File: src/rtl/minute_counter.sv
// Minute stage of a BCD clock: counts 00..59 on ticks from the seconds stage,
// supports manual set (inc/dec with wrap) and a validated parallel load.
module minute_counter #(
    parameter int unsigned TICK_EDGE = 1
) (
    input  logic       clk,
    input  logic       rst_n,
    input  logic       tick_in,
    input  logic       set_mode,
    input  logic       set_inc,
    input  logic       set_dec,
    input  logic       load_en,
    input  logic [2:0] load_tens,
    input  logic [3:0] load_ones,
    output logic [3:0] min_1,
    output logic [2:0] min_10,
    output logic       hour_tick,
    output logic       load_err,
    output logic       in_set
);

    typedef enum logic [0:0] {StRun, StSet} state_e;

    state_e     state_q, state_d;
    logic [3:0] ones_q, ones_d;
    logic [2:0] tens_q, tens_d;
    logic       hour_tick_q, hour_tick_d;
    logic       load_err_q, load_err_d;
    logic       tick_ev;

    logic [3:0] inc_ones, dec_ones;
    logic [2:0] inc_tens, dec_tens;
    logic       at_59;
    logic       load_ok;

    if (TICK_EDGE != 0) begin : g_edge
        logic tick_q;
        // Tick history is captured even in reset so a held-high tick never counts on release.
        always_ff @(posedge clk) begin
            tick_q <= tick_in;
        end
        assign tick_ev = tick_in & ~tick_q;
    end else begin : g_level
        assign tick_ev = tick_in;
    end

    // Candidate +1 / -1 values with 59<->00 wrap, and load validation.
    always_comb begin
        at_59    = (tens_q == 3'd5) && (ones_q == 4'd9);
        inc_ones = ones_q + 4'd1;
        inc_tens = tens_q;
        if (ones_q >= 4'd9) begin
            inc_ones = 4'd0;
            inc_tens = (tens_q >= 3'd5) ? 3'd0 : tens_q + 3'd1;
        end
        dec_ones = ones_q - 4'd1;
        dec_tens = tens_q;
        if (ones_q == 4'd0) begin
            dec_ones = 4'd9;
            dec_tens = (tens_q == 3'd0) ? 3'd5 : tens_q - 3'd1;
        end
        load_ok = (load_tens <= 3'd5) && (load_ones <= 4'd9);
    end

    // Next-state: load wins over everything; otherwise RUN counts ticks, SET takes inc/dec.
    always_comb begin
        ones_d      = ones_q;
        tens_d      = tens_q;
        hour_tick_d = 1'b0;
        load_err_d  = 1'b0;
        state_d     = set_mode ? StSet : StRun;
        if (load_en) begin
            if (load_ok) begin
                ones_d = load_ones;
                tens_d = load_tens;
            end else begin
                load_err_d = 1'b1;
            end
        end else begin
            unique case (state_q)
                StRun: begin
                    if (tick_ev) begin
                        ones_d      = inc_ones;
                        tens_d      = inc_tens;
                        hour_tick_d = at_59;
                    end
                end
                StSet: begin
                    if (set_inc && !set_dec) begin
                        ones_d = inc_ones;
                        tens_d = inc_tens;
                    end else if (set_dec && !set_inc) begin
                        ones_d = dec_ones;
                        tens_d = dec_tens;
                    end
                end
                default: ;
            endcase
        end
    end

    // State and output registers with synchronous active-low reset.
    always_ff @(posedge clk) begin
        if (!rst_n) begin
            state_q     <= StRun;
            ones_q      <= 4'd0;
            tens_q      <= 3'd0;
            hour_tick_q <= 1'b0;
            load_err_q  <= 1'b0;
        end else begin
            state_q     <= state_d;
            ones_q      <= ones_d;
            tens_q      <= tens_d;
            hour_tick_q <= hour_tick_d;
            load_err_q  <= load_err_d;
        end
    end

    assign min_1     = ones_q;
    assign min_10    = tens_q;
    assign hour_tick = hour_tick_q;
    assign load_err  = load_err_q;
    assign in_set    = (state_q == StSet);

endmodule
File: config.mk
export PLATFORM = sky130hd
export DESIGN_NAME = minute_counter
export DESIGN_NICKNAME = d
export VERILOG_FILES = /design/src/rtl/minute_counter.sv
export SDC_FILE = /design/constraint.sdc
export NUM_CORES = 1
export LEC_CHECK = 0
export CAP_MARGIN = 30
export CORE_MARGIN = 2
export CORE_UTILIZATION = 40
export DETAILED_ROUTE_END_ITERATION = 10
export PLACE_DENSITY = 0.69
export SYNTH_ARGS = -nofsm -noshare
export SYNTH_HDL_FRONTEND = slang
export SYNTH_SLANG_ARGS = --single-unit
File: constraint.sdc
create_clock -name clk -period 2.7 [get_ports clk]
set_input_delay 0.54 -clock clk [delete_from_list [all_inputs] [get_ports clk]]
set_output_delay 0.54 -clock clk [all_outputs]
set_load 0.05 [all_outputs]
==> images/sizing.png <==
(6 px per µm)
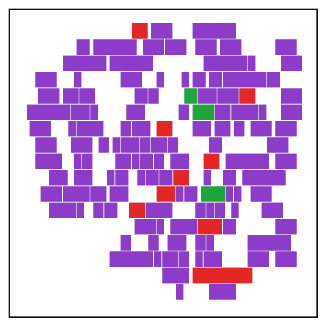
x3 and x4: in red, cells 9. x1 and smaller: in purple, cells 121, most used clkdlybuf4s50_1. x2: in green, cells 3.

==> images/class_map.png <==
(10 px per µm)
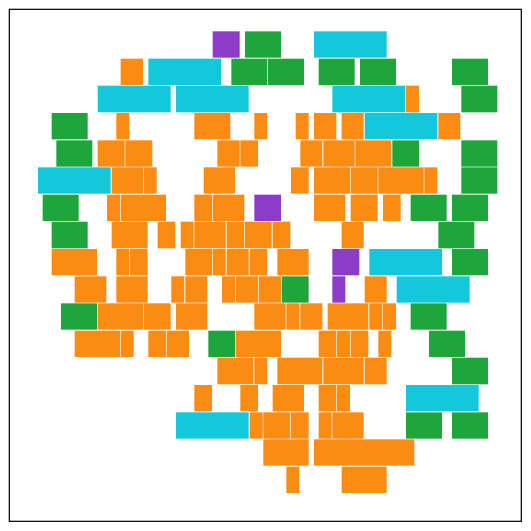
remaining logic cells: in orange, cells 92. clock drivers and dummy loads: in purple, cells 4. remaining buffers and delay cells: in green, cells 26. registers: in cyan, cells 11.

==> images/route_heat.png <==
(8 px per µm) 10 x 10 tiles, from dark purple (low) to yellow (high), scaled to the fullest tile. Values are wire area over tile area, all layers added.
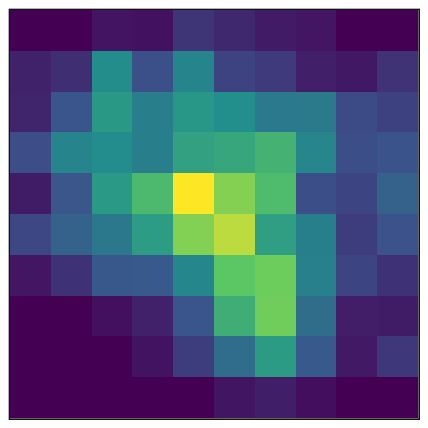
The densest ninth of the die: middle. 19% of the tiles are over half the peak. The mean over all tiles is 0.15. 16% of the tiles are nearly empty. The fullest tile reaches 0.54.

==> results.cfg <==
; implementation run metrics
[setup_path]
cp-startpoint = min_1[2]$_SDFFE_PN0P_
crit_buf_inv = 1
crit_chain = clkdlybuf4s50_1
path_max_fanout = 12
crit_family = buffers and inverters
r2r_slack_ns = 0.55
path_class = register to output port
endpoint_kind = output port
cp_num_cells = 1
crit_slowest_cell = clkdlybuf4s50_1
r2r_end = min_10[2]$_SDFFE_PN0P_
r2r_cells = 7
cpPeakStageDelay_ns = 0.88
arrival_ns = 1.72
endpoint = min_1[2]
r2r_start = min_1[1]$_SDFFE_PN0P_
worst_setup_path_start_kind = register

[grt]
met3_usage_pct = 4.39
grt_overflow = 0
use_met1_pct = 24.6
grt_antenna_before_repair = 0
top_usage_layer = met2
grt_util_all_layers_pct = 19.6
grt_pass1_vias = 860
grt_use_met2_pct = 32.5
grt_start_max_net_pins = 13

[timing]
fin_worst_skew_ns = 0.00485
max_slew_margin_pct = 62.2
tns_ns = 0
worst_pin_slew_ns = 0.560
setup_viol = 0
rsz0062_at_grt = no
period_used_pct = 83.6
hold_ws_ns = 0.532
slew_violations = 0
finalHoldViolations = 0
finalWorstSetupSlack_ns = 0.443

[clock_tree]
cts_tree = built
clk_pin_slew_ns = 0.08
cts_root_buf = clkbuf_4
cts_buffers = 3
hold_buffers = 0
clockBufferDepth = 2
cts-resized-gates = 0
post_cts.repair.setup_buffers = 0
clkSinkCount = 11
htreeDepth = 1

[pwr]
seq-power_uw = 202
p_int_uw = 331
report.power.total_uw = 552
power.share.clock_pct = 21.7
comb-power_uw = 230
ir_drop_mv = 0.273
maxPowerGroup = combinational cells
p_leak_nw = 0.468
sw_frac_of_total_pct = 40.1
power.density_nw_per_um2 = 468
pg_clk_uw = 120

[layout]
seq_share_pct = 18.6
combGateArea_um2 = 617
seq_cells = 11
comb_cells = 84
fillers = 198
signal_buffer_area_fraction_pct = 21.4
inverters = 8
final_cell_mix = 23 x clkdlybuf4s50_1, 11 x dfxtp_1, 9 x ha_1
clk_share_pct = 2.22
num_antenna_cells = 0
fin_area_um2 = 1180
fin_util_pct = 55.0
buffers = 26
post_route_cells_drive_above_1_share_pct = 9.02
lay_top_count = clkdlybuf4s50_1
clkbuf_count = 4
register_area_um2 = 220
nets = 157
area_growth_pct = 33.3
final_cells = 161
largest_reg_flops = 4

[worst_hold_path]
hold_end = hour_tick$_SDFF_PP0_
hold_class = register to register
hp-start = g_edge.tick_q$_DFF_P_
min_path_cells = 2

[synthesis]
adder_share_pct = 12.7
ys_sh_aoi_pct = 28.1
top_area_cell = dfxtp_1
top_logic_kind = AND-OR/OR-AND gates
synthesis.area_um2 = 886
ys_sh_mux_pct = 0
syn_inst = 108
yosysTopAreaCellShare_pct = 24.9
simple_gate_area_share_pct = 27.8
ys_types = 39
postSynthAreaPerCell_um2 = 8.20
top_cell = dfxtp_1
yosys_warnings = 0
yosys-stat-area_um2 = 886
ys_ff = 11
area_leaders = dfxtp_1 25%, ha_1 13%, a21oi_1 3.4%
ys_cells = 108
enable_flop_cells = 0
ys_sh_xor_pct = 0.989
ff_type = dfxtp_1
async_reset_ff_share_pct = 0

[placement]
dp_slack_ns = 0.257
io_buffers = 23
hpwl_um = 1760
placed_area_um2 = 1150

[floorplanning]
core-area_um2 = 2150
rows = 17
chipArea_um2 = 2610
initCoreUtil_pct = 41.2
io_pins = 24
die_h_um = 51.1
tap_cells = 28

[route]
vias_per_cell = 5.83
drc_errors = 0
dr_wl_met2_um = 1070
firstDrtPassIters = 4
route.vias.total = 938
wl_met1_um = 1080
drtAntennaViolNets = 0
met3_length_um = 208
drtIter0Drc = 18
drt-total-wl_um = 2390
wl_per_cell_um = 14.9

[run_status]
status = finished, final reports clean

[job]
maxCapViolCount = 0
tool_warnings = 31
